<file path="src/rtl/msf_pkg.sv">
// MSF time-code constants, snapshot layout and FSM state type.
// Purely declarative: no logic, no latency.
// Shared by the encoder top and the frame-bit mapper.
package msf_pkg;

  localparam int SEGS_PER_SEC = 10;
  localparam int SECS_PER_MIN = 60;
  localparam int MARKER_SEGS  = 5;

  // A-bit field positions (first second of each field) and widths, MSB first
  localparam int YEAR_POS  = 17;
  localparam int YEAR_W    = 8;
  localparam int MONTH_POS = 25;
  localparam int MONTH_W   = 5;
  localparam int DAY_POS   = 30;
  localparam int DAY_W     = 6;
  localparam int DOW_POS   = 36;
  localparam int DOW_W     = 3;
  localparam int HOUR_POS  = 39;
  localparam int HOUR_W    = 6;
  localparam int MIN_POS   = 45;
  localparam int MIN_W     = 7;
  localparam int PAT_POS   = 52;
  localparam int PAT_W     = 8;

  localparam logic [PAT_W-1:0] A_PATTERN = 8'b0111_1110;

  // B-bit positions that carry information
  localparam int B_PAR_YEAR = 54;
  localparam int B_PAR_DATE = 55;
  localparam int B_PAR_DOW  = 56;
  localparam int B_PAR_TIME = 57;
  localparam int B_BST      = 58;

  typedef enum logic {
    ST_IDLE = 1'b0,
    ST_RUN  = 1'b1
  } state_t;

  typedef struct packed {
    logic [YEAR_W-1:0]  year;
    logic [MONTH_W-1:0] month;
    logic [DAY_W-1:0]   day;
    logic [DOW_W-1:0]   dow;
    logic [HOUR_W-1:0]  hour;
    logic [MIN_W-1:0]   minute;
    logic               bst;
  } snap_t;

endpackage

</file>
<file path="src/rtl/msf_encoder_if.sv">
// Control, date/time and keying signals of the MSF encoder.
// No storage, no latency.
// The driver owns the inputs; the encoder never stalls them.
interface msf_encoder_if;
  logic       tick_ms_i;
  logic       start_i;
  logic       stop_i;
  logic [7:0] year_i;
  logic [4:0] month_i;
  logic [5:0] day_i;
  logic [2:0] dow_i;
  logic [5:0] hour_i;
  logic [6:0] minute_i;
  logic       bst_i;
  logic       carrier_o;
  logic [5:0] second_o;
  logic       minute_start_o;
  logic       busy_o;

  modport master (
    output tick_ms_i, start_i, stop_i, year_i, month_i, day_i, dow_i,
           hour_i, minute_i, bst_i,
    input  carrier_o, second_o, minute_start_o, busy_o
  );

  modport slave (
    input  tick_ms_i, start_i, stop_i, year_i, month_i, day_i, dow_i,
           hour_i, minute_i, bst_i,
    output carrier_o, second_o, minute_start_o, busy_o
  );
endinterface

</file>
<file path="src/rtl/msf_frame_bits.sv">
// Maps (second, snapshot) to the MSF A and B bits of that second.
// Combinational, zero latency.
// No flow control.
module msf_frame_bits
  import msf_pkg::*;
(
  input  logic [5:0] second,
  input  snap_t      snap,
  output logic       a_bit,
  output logic       b_bit
);

  // Ascending ranges so that a field's MSB lands on its lowest second
  logic [0:63] a_vec;
  logic [0:63] b_vec;

  // Assemble the whole minute's A and B bit strings, including parity trees
  always_comb begin
    a_vec = '0;
    b_vec = '0;
    a_vec[YEAR_POS  +: YEAR_W]  = snap.year;
    a_vec[MONTH_POS +: MONTH_W] = snap.month;
    a_vec[DAY_POS   +: DAY_W]   = snap.day;
    a_vec[DOW_POS   +: DOW_W]   = snap.dow;
    a_vec[HOUR_POS  +: HOUR_W]  = snap.hour;
    a_vec[MIN_POS   +: MIN_W]   = snap.minute;
    a_vec[PAT_POS   +: PAT_W]   = A_PATTERN;
    b_vec[B_PAR_YEAR] = ~^snap.year;
    b_vec[B_PAR_DATE] = ~^{snap.month, snap.day};
    b_vec[B_PAR_DOW]  = ~^snap.dow;
    b_vec[B_PAR_TIME] = ~^{snap.hour, snap.minute};
    b_vec[B_BST]      = snap.bst;
  end

  assign a_bit = a_vec[second];
  assign b_bit = b_vec[second];

endmodule

</file>
<file path="src/rtl/msf_encoder.sv">
// MSF 60 s time-code generator: carrier on/off keying paced by a 1 ms tick.
// Outputs registered, valid 1 clk after start_i / tick_ms_i / stop_i.
// No backpressure; start_i ignored while busy, stop_i aborts immediately.
module msf_encoder
  import msf_pkg::*;
#(
  parameter int SEG_TICKS = 100
) (
  input logic             clk_i,
  input logic             rst_i,
  msf_encoder_if.slave    bus
);

  localparam int              TW        = (SEG_TICKS > 1) ? $clog2(SEG_TICKS) : 1;
  localparam logic [TW-1:0]   LAST_TICK = TW'(SEG_TICKS - 1);
  localparam logic [3:0]      LAST_SEG  = 4'(SEGS_PER_SEC - 1);
  localparam logic [3:0]      MARK_SEGS = 4'(MARKER_SEGS);
  localparam logic [5:0]      LAST_SEC  = 6'(SECS_PER_MIN - 1);

  state_t        state, state_n;
  logic [TW-1:0] tick_cnt, tick_n;
  logic [3:0]    seg, seg_n;
  logic [5:0]    second, second_n;
  snap_t         snap, snap_n, live;
  logic          carrier, carrier_n;
  logic          mstart, mstart_n;
  logic          a_bit, b_bit;

  assign live = '{year:   bus.year_i,  month: bus.month_i, day:    bus.day_i,
                  dow:    bus.dow_i,   hour:  bus.hour_i,  minute: bus.minute_i,
                  bst:    bus.bst_i};

  // Bits are looked up for the second being entered so keying is ready on the edge
  msf_frame_bits u_bits (
    .second (second_n),
    .snap   (snap),
    .a_bit  (a_bit),
    .b_bit  (b_bit)
  );

  // Next-state, counter advance, snapshot capture and keying decision
  always_comb begin
    state_n   = state;
    tick_n    = tick_cnt;
    seg_n     = seg;
    second_n  = second;
    snap_n    = snap;
    carrier_n = carrier;
    mstart_n  = 1'b0;
    case (state)
      ST_IDLE: begin
        carrier_n = 1'b1;
        if (bus.start_i && !bus.stop_i) begin
          // A coinciding tick is swallowed: segment 0 gets a full SEG_TICKS
          state_n   = ST_RUN;
          tick_n    = '0;
          seg_n     = '0;
          second_n  = '0;
          snap_n    = live;
          mstart_n  = 1'b1;
          carrier_n = 1'b0;
        end
      end
      ST_RUN: begin
        if (bus.stop_i) begin
          state_n   = ST_IDLE;
          tick_n    = '0;
          seg_n     = '0;
          second_n  = '0;
          carrier_n = 1'b1;
        end else if (bus.tick_ms_i) begin
          if (tick_cnt == LAST_TICK) begin
            tick_n = '0;
            if (seg == LAST_SEG) begin
              seg_n = '0;
              if (second == LAST_SEC) begin
                // Continuous operation: wrap to a fresh minute with new inputs
                second_n = '0;
                snap_n   = live;
                mstart_n = 1'b1;
              end else begin
                second_n = second + 6'd1;
              end
            end else begin
              seg_n = seg + 4'd1;
            end
          end else begin
            tick_n = tick_cnt + TW'(1);
          end
          if (second_n == 6'd0) begin
            carrier_n = (seg_n >= MARK_SEGS);
          end else begin
            carrier_n = !((seg_n == 4'd0) || (seg_n == 4'd1 && a_bit) ||
                          (seg_n == 4'd2 && b_bit));
          end
        end
      end
      default: state_n = ST_IDLE;
    endcase
  end

  // FSM state register
  always_ff @(posedge clk_i or posedge rst_i) begin
    if (rst_i) state <= ST_IDLE;
    else       state <= state_n;
  end

  // Counters, snapshot and keying registers
  always_ff @(posedge clk_i or posedge rst_i) begin
    if (rst_i) begin
      tick_cnt <= '0;
      seg      <= '0;
      second   <= '0;
      snap     <= '0;
      carrier  <= 1'b1;
      mstart   <= 1'b0;
    end else begin
      tick_cnt <= tick_n;
      seg      <= seg_n;
      second   <= second_n;
      snap     <= snap_n;
      carrier  <= carrier_n;
      mstart   <= mstart_n;
    end
  end

  assign bus.carrier_o      = carrier;
  assign bus.second_o       = second;
  assign bus.minute_start_o = mstart;
  assign bus.busy_o         = (state == ST_RUN);

endmodule

</file>
<file path="src/flat_wrapper.sv">
// flat-port wrapper written by rule: the top's interface ports become plain ports
module msf_encoder_flat import msf_pkg::*;
#(
  parameter int SEG_TICKS = 100
)
  (clk_i, rst_i, bus_tick_ms_i, bus_start_i, bus_stop_i, bus_year_i, bus_month_i, bus_day_i, bus_dow_i, bus_hour_i, bus_minute_i, bus_bst_i, bus_carrier_o, bus_second_o, bus_minute_start_o, bus_busy_o);
  msf_encoder_if bus_i ();
  input logic clk_i;
  input logic rst_i;
  input wire logic [$bits(bus_i.tick_ms_i)-1:0] bus_tick_ms_i;
  input wire logic [$bits(bus_i.start_i)-1:0] bus_start_i;
  input wire logic [$bits(bus_i.stop_i)-1:0] bus_stop_i;
  input wire logic [$bits(bus_i.year_i)-1:0] bus_year_i;
  input wire logic [$bits(bus_i.month_i)-1:0] bus_month_i;
  input wire logic [$bits(bus_i.day_i)-1:0] bus_day_i;
  input wire logic [$bits(bus_i.dow_i)-1:0] bus_dow_i;
  input wire logic [$bits(bus_i.hour_i)-1:0] bus_hour_i;
  input wire logic [$bits(bus_i.minute_i)-1:0] bus_minute_i;
  input wire logic [$bits(bus_i.bst_i)-1:0] bus_bst_i;
  output wire logic [$bits(bus_i.carrier_o)-1:0] bus_carrier_o;
  output wire logic [$bits(bus_i.second_o)-1:0] bus_second_o;
  output wire logic [$bits(bus_i.minute_start_o)-1:0] bus_minute_start_o;
  output wire logic [$bits(bus_i.busy_o)-1:0] bus_busy_o;
  assign bus_i.tick_ms_i = bus_tick_ms_i;
  assign bus_i.start_i = bus_start_i;
  assign bus_i.stop_i = bus_stop_i;
  assign bus_i.year_i = bus_year_i;
  assign bus_i.month_i = bus_month_i;
  assign bus_i.day_i = bus_day_i;
  assign bus_i.dow_i = bus_dow_i;
  assign bus_i.hour_i = bus_hour_i;
  assign bus_i.minute_i = bus_minute_i;
  assign bus_i.bst_i = bus_bst_i;
  assign bus_carrier_o = bus_i.carrier_o;
  assign bus_second_o = bus_i.second_o;
  assign bus_minute_start_o = bus_i.minute_start_o;
  assign bus_busy_o = bus_i.busy_o;
  msf_encoder #(.SEG_TICKS(SEG_TICKS)) u_core (.clk_i(clk_i), .rst_i(rst_i), .bus(bus_i));
endmodule
</file>
<file path="config.mk">
export PLATFORM = sky130hd
export DESIGN_NAME = msf_encoder_flat
export DESIGN_NICKNAME = d
export VERILOG_FILES = /design/src/rtl/msf_pkg.sv /design/src/rtl/msf_encoder_if.sv /design/src/rtl/msf_frame_bits.sv /design/src/rtl/msf_encoder.sv /design/src/flat_wrapper.sv
export SDC_FILE = /design/constraint.sdc
export NUM_CORES = 1
export LEC_CHECK = 0
export ABC_AREA = 1
export CORE_UTILIZATION = 47
export DETAILED_ROUTE_END_ITERATION = 7
export GPL_ROUTABILITY_DRIVEN = 1
export HOLD_SLACK_MARGIN = 0.05
export PLACE_DENSITY_LB_ADDON = 0.2
export SLEW_MARGIN = 20
export SYNTH_ARGS = -nofsm -noshare
export SYNTH_HDL_FRONTEND = slang
export SYNTH_SLANG_ARGS = --single-unit
</file>
<file path="constraint.sdc">
create_clock -name clk_i -period 2.81 [get_ports clk_i]
set_clock_uncertainty 0.2 [all_clocks]
set_input_delay 0.4215 -clock clk_i [delete_from_list [all_inputs] [get_ports clk_i]]
set_output_delay 0.4215 -clock clk_i [all_outputs]
set_load 0.03 [all_outputs]
</file>
**Run 1: sequential cells coloured by netlist name**

(3 px per um)
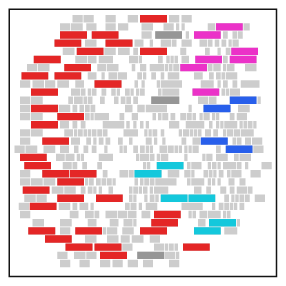
Magenta marks u_core.tick_cnt, placed flops 7, where upper right. Cyan marks u_core.bus.second_o, placed flops 6. Red marks u_core.snap, placed flops 36. Blue marks u_core.seg, placed flops 4, where middle right.
Another 3 sequential cells are not coloured.

**Run 1: wires at chosen ports, followed through buffers**

(6 px per um)
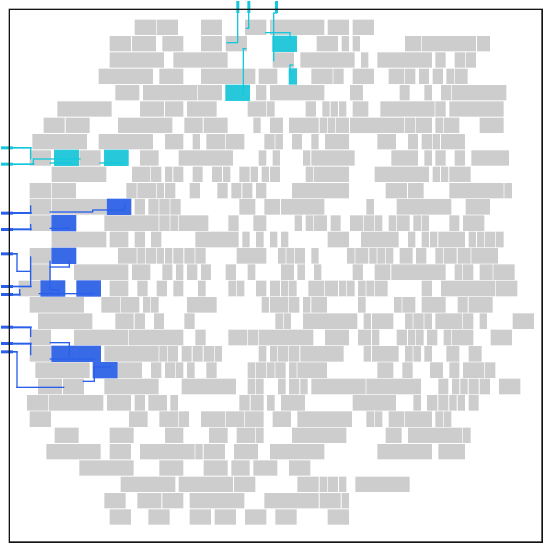
Blue marks bus_year_i, bits 8, direction input, end cells 8, buffers 8, wire 105 um. Cyan marks bus_month_i, bits 5, direction input, end cells 5, buffers 5, wire 59.0 um.

**Run 1: cell placement**

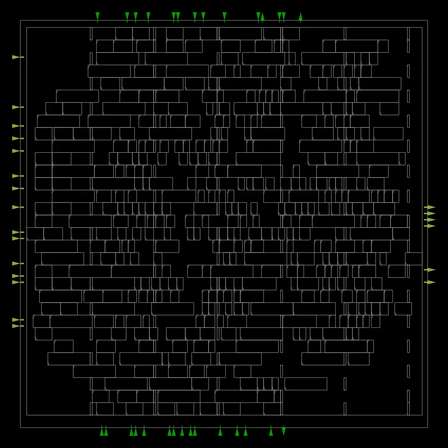
Fillers: 646
sequential cell count: 56
tap cells: 99
Final Util: 59.4%
Row Count: 31

**Run 1: cell classes on the final placement**

(3 px per um)
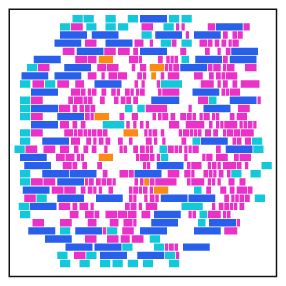
Orange marks clock drivers and dummy loads, cells 8. Blue marks flip-flops, cells 56. Magenta marks all other logic, cells 334. Cyan marks other buffers and delay cells, cells 62.

-- run 1: power by group --
part | internal, mW | switching, mW | total (mW)
registers | 0.924 | 0.113 | 1.04
clock network | 0.198 | 0.266 | 0.464
logic | 0.368 | 0.305 | 0.674
total | 1.49 | 0.684 | 2.17
-- run 1: sequential cells by signal, indices dropped and copies added (netlist names) --
| register | count |
|---|---|
| u_core.bus.busy_o | 1 |
| u_core.bus.carrier_o | 1 |
| u_core.bus.minute_start_o | 1 |
| u_core.bus.second_o | 6 |
| u_core.seg | 4 |
| u_core.snap | 36 |
| u_core.tick_cnt | 7 |
-- run 1: kinds of logic after synthesis --
kind of cell	count (synthesis)	share of synthesized area (%)
AND/OR/NAND/NOR	197	28.9
XOR/XNOR	27	6.71
flip-flops	56	39.8
adder cells (fa/ha/maj)	4	1.42
AND-OR/OR-AND	32	5.61
multiplexers	33	10.5
buffers and inverters	53	7.03
-- run 1: synth_stat cells (4+ instances only) --
cell type / instances / share of area (%)
dfrtp_1: 55 / 39
a21oi_1: 8 / 1.1
nand4_1: 4 / 0.71
inv_2: 8 / 0.85
nand2_1: 70 / 7.5
mux2_2: 32 / 10
nand2_2: 8 / 1.4
inv_1: 31 / 3.3
buf_4: 4 / 0.85
nand3_1: 67 / 9.5
xor2_1: 9 / 2.2
xnor2_1: 18 / 4.5
nor2_4: 6 / 1.9
buf_2: 4 / 0.57
nor2_1: 16 / 1.7
ha_1: 4 / 1.4
nand3_2: 4 / 1.1
nor3_1: 7 / 0.99
o21ai_0: 12 / 1.7
-- run 1: final timing paths --
kind / to / slack, ps / cells past startpoint
worst min register to register: u_core.bus.carrier_o / 310 / 2
worst max-delay path: u_core.bus.carrier_o / 260 / 19
min in group clk_i: u_core.bus.carrier_o / 310 / 2
worst min-delay path: u_core.snap[0] / 250 / 2
worst max register to register: u_core.bus.carrier_o / 260 / 19
max in group asynchronous: u_core.bus.carrier_o / 1540 / 3
-- run 1: through the flow --
stage,instances,area [um2],power (mW),utilization [%]
after CTS,558,4280,2.19,59.0
final,559,4310,2.17,59.4
after floorplan,402,3520,1.54,-
after global placement,550,4190,1.71,57.8
after global routing,559,4310,2.32,59.4
after detailed placement,550,4190,1.73,57.8
-- run 1: layout make-up --
type,instances,area share (%)
Multi-Input combinational cell,293,44.1
Clock inverter,2,0.232
Inverter,41,3.78
Tap cell,99,2.88
Timing Repair Buffer,62,14.5
Clock buffer,6,1.92
Sequential cell,56,32.6
-- run 1: what timing repair did --
item	in CTS	in global routing
setup buffers	0	1
endpoints found under the setup margin	0	1
resized	0	3
-- run 1: critical path, delay by kind of cell, from the launching register on --
kind	cells	cell delay (ps)
adder cells (fa/ha/maj)	1	180
flip-flops	1	420
buffers and inverters	2	300
AND/OR/NAND/NOR	16	1400
-- run 1: per-layer routing --
metal  global-route usage, %  routed length (um)
met5                       0                   0
met4                    4.69                  66
met3                    2.52                 226
met2                    36.7                3860
met1                    28.1                3360
==> Changelog: implementation, run 1 <==
## Flow update

- HPWL after DPL: 5820 um
- CTS Sinks: 56
- Setup TNS: 0 ps
- PwrDens: 505 mW/mm2
- Max-slew violations: 0
- Element type at the critical path start: flop
- Post-route ant nets: 0
- Critical path's slowest cell: dfrtp_1
- Port bufs: 49
- Share of cells above drive strength 1: 21.5%
- Fin crit period: 2550 ps
- Post-synth EDFFs: 0
- CTS root buf: clkbuf_8
- Gp weighted congestion: 0.892
- Wirelength per Cell: 13.4 um
- Status: completed
- CP required: 2870 ps
- HP Class: in -> async
- Final setup viols: 0
- Max VDD drop: 310 uV
- Synth unique cells: 42
- Vias: 2,938
- Dominant logic cell type in the layout: nand2_1
- Nets: 504
- Core ar.: 0.00725 mm2
- Number of standard cells reported by yosys: 402
- Post-synthesis sequential area ratio: 39.8%
- GR Util All Layers: 21.0%
- Largest net degree at the start of global routing: 42
- RR Startpoint: u_core.seg[1]
- Most instantiated logic cells after routing: nand2_1 (70), nand3_1 (67), dfrtp_1 (55), clkdlybuf4s50_1 (49), mux2_2 (32)
- Area growth from synthesis to layout: 22.2%
- Initial antenna violation count: 0
- Logic area: 0.00190 mm2
- Synthesized area: 0.00352 mm2
- Count of maximum capacitance violations: 0
- Worst path max stage delay: 420 ps
- Async set or reset register ratio after synthesis: 100%
- Tool warnings: 27
- Drt drc: 0
- YS chip area: 0.00352 mm2
- Pre-CTS setup slack: 37.8 ps
- Max-slew headroom: 65.3%
- CTS Buf Count: 5
- Grt ovf: 0
- TritonCTS clock tree: done
- Flops after synth: 56
- Max clock buf depth: 2
- Crit path from: u_core.seg[1]
- Die area: 0.00785 mm2
## Run 2: what changed since run 1
==> constraint.sdc (replaced) <==
create_clock -name clk_i -period 2.81 [get_ports clk_i]
set_clock_uncertainty 0.2 [all_clocks]
set_input_delay 0.281 -clock clk_i [delete_from_list [all_inputs] [get_ports clk_i]]
set_output_delay 0.281 -clock clk_i [all_outputs]
set_load 0.03 [all_outputs]
**Run 2: cell placement**

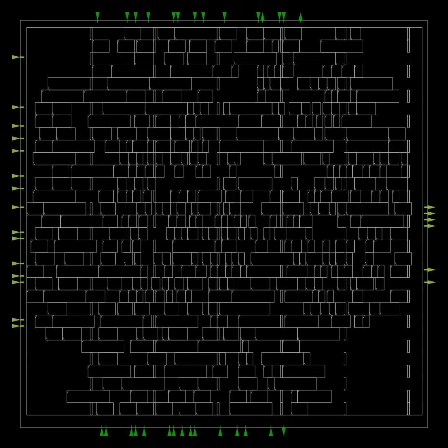
Non-Filler Instances: 554
Final Util: 58.9%
Core ar.: 0.00725 mm2
fraction of area in registers: 32.8%

==> run 2 against run 1 <==
Net effect: maximum frequency rose by 1.0%; first-iteration DRC count rose by 8.5%; via count fell by 1.7%; critical endpoint unchanged.
==> Changelog: implementation, run 2 <==
## Flow update

- Top cell area share: 39.1%
- Largest net degree at the start of global routing: 42
- Die area: 0.00785 mm2
- Row Count: 31
- Synth unique cells: 42
- HPWL after DPL: 5880 um
- Max clock buf depth: 2
- Grt ovf: 0
- Initial antenna violation count: 0
- CP required: 2860 ps
- Port bufs: 49
- Leading area contributor after synthesis: dfrtp_1
- Setup TNS: 0 ps
- Wirelength per Cell: 13.6 um
- Gp weighted congestion: 0.929
- TritonCTS clock tree: done
- Dominant logic cell type in the layout: nand2_1
- Vias: 2,887
- Fin crit period: 2520 ps
- Worst R2R Path Depth: 18
- Post-route ant nets: 0
- CTS Buf Count: 5
- YS chip area: 0.00352 mm2
- Synth top cells by count: nand2_1 (70), nand3_1 (67), dfrtp_1 (55), mux2_2 (32), inv_1 (31)
- Max-slew headroom: 58.4%
- Max-slew violations: 0
- Flops after synth: 56
- Final setup viols: 0
- Number of standard cells reported by yosys: 402
- Max VDD drop: 284 uV
- Worst path max stage delay: 420 ps
- Status: completed
**Run 2: cell classes on the final placement**

(3 px per um)
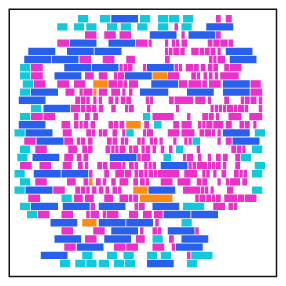
Orange marks clock drivers and dummy loads, cells 8. Cyan marks other buffers and delay cells, cells 57. Blue marks flip-flops, cells 56. Magenta marks all other logic, cells 334.

## run 2: final timing paths
path,start,slack (ps),to
setup / recovery,u_core.seg[1],290,u_core.bus.carrier_o
hold / removal,rst_i,180,u_core.bus.second_o[2]
setup reg to reg,u_core.seg[1],290,u_core.bus.carrier_o
hold reg to reg,u_core.tick_cnt[0],310,u_core.tick_cnt[0]
max in group asynchronous,rst_i,1600,u_core.bus.carrier_o
min in group clk_i,u_core.tick_cnt[0],310,u_core.tick_cnt[0]
## run 2: routing by layer
layer / global-route usage [%] / vias up / wire length [um]
met1: 26.4 / 1375 / 3260
met3: 3.45 / 10 / 252
met4: 6.45 / 0 / 112
met2: 37.4 / 57 / 3920
met5: 0 / - / 0
li1: - / 1445 / -
## run 2: through the flow
| step | util, % | setup WS, ps | std cells | hold slack, ps | power, mW |
|---|---|---|---|---|---|
| final | 58.9 | 285 | 554 | 177 | 2.22 |
| after global routing | 58.9 | 30.6 | 554 | 222 | 2.37 |
| after CTS | 58.6 | 206 | 554 | 202 | 2.25 |
| after detailed placement | 57.2 | 91.3 | 546 | 300 | 1.73 |
| after global placement | 57.2 | 204 | 546 | 296 | 1.71 |
| after floorplan | - | 470 | 402 | 202 | 1.54 |
## run 2: logic make-up (layout without fill, tap and decap cells)
group	count (synthesis)	count (layout)	share of synthesized area (%)
and+or+nand+nor	197	197	28.9
DFF	56	56	39.8
muxes	33	33	10.5
AOI/OAI and AO/OA	32	32	5.61
adders and majority gates	4	4	1.42
buffers and inverters	53	106	7.03
xor gates and xnor gates	27	27	6.71
## run 2: power breakdown
group	internal (mW)	switching, mW
logic	0.362	0.310
clock network	0.267	0.243
registers	0.924	0.116
total	1.55	0.669
## run 2: worst reg2reg max path: stages (launching register included)
cell,delay (ps)
dfrtp_1,420
inv_1,90
ha_1,190
nand3_2,180
nor2_4,200
nand2_2,110
nand3_4,100
buf_4,210
nand3_1,110
nand3_1,90
nand3_1,60
nand3_1,80
nand3_1,80
nand2_1,70
nand4_1,60
nand3_1,80
nand2_1,50
nand2_1,50
nand2_1,40
## run 2: repair_timing
| item | CTS | global route |
|---|---|---|
| gates resized | 0 | 4 |
| endpoints found under the hold margin | 0 | 0 |
| setup buffers | 0 | 0 |
| setup endpoints to repair | 0 | 1 |
## run 2: cell type report
class	instances	area, um2	share of cell area (%)
inverters	41	163	3.81
multi-input cells	293	1900	44.5
well taps	99	124	2.90
clock buffers	7	76.3	1.79
flip-flops and latches	56	1400	32.8
clock inverters	1	30.0	0.703
repair buffers	57	576	13.5
Power is estimated from default activity; no workload was simulated.
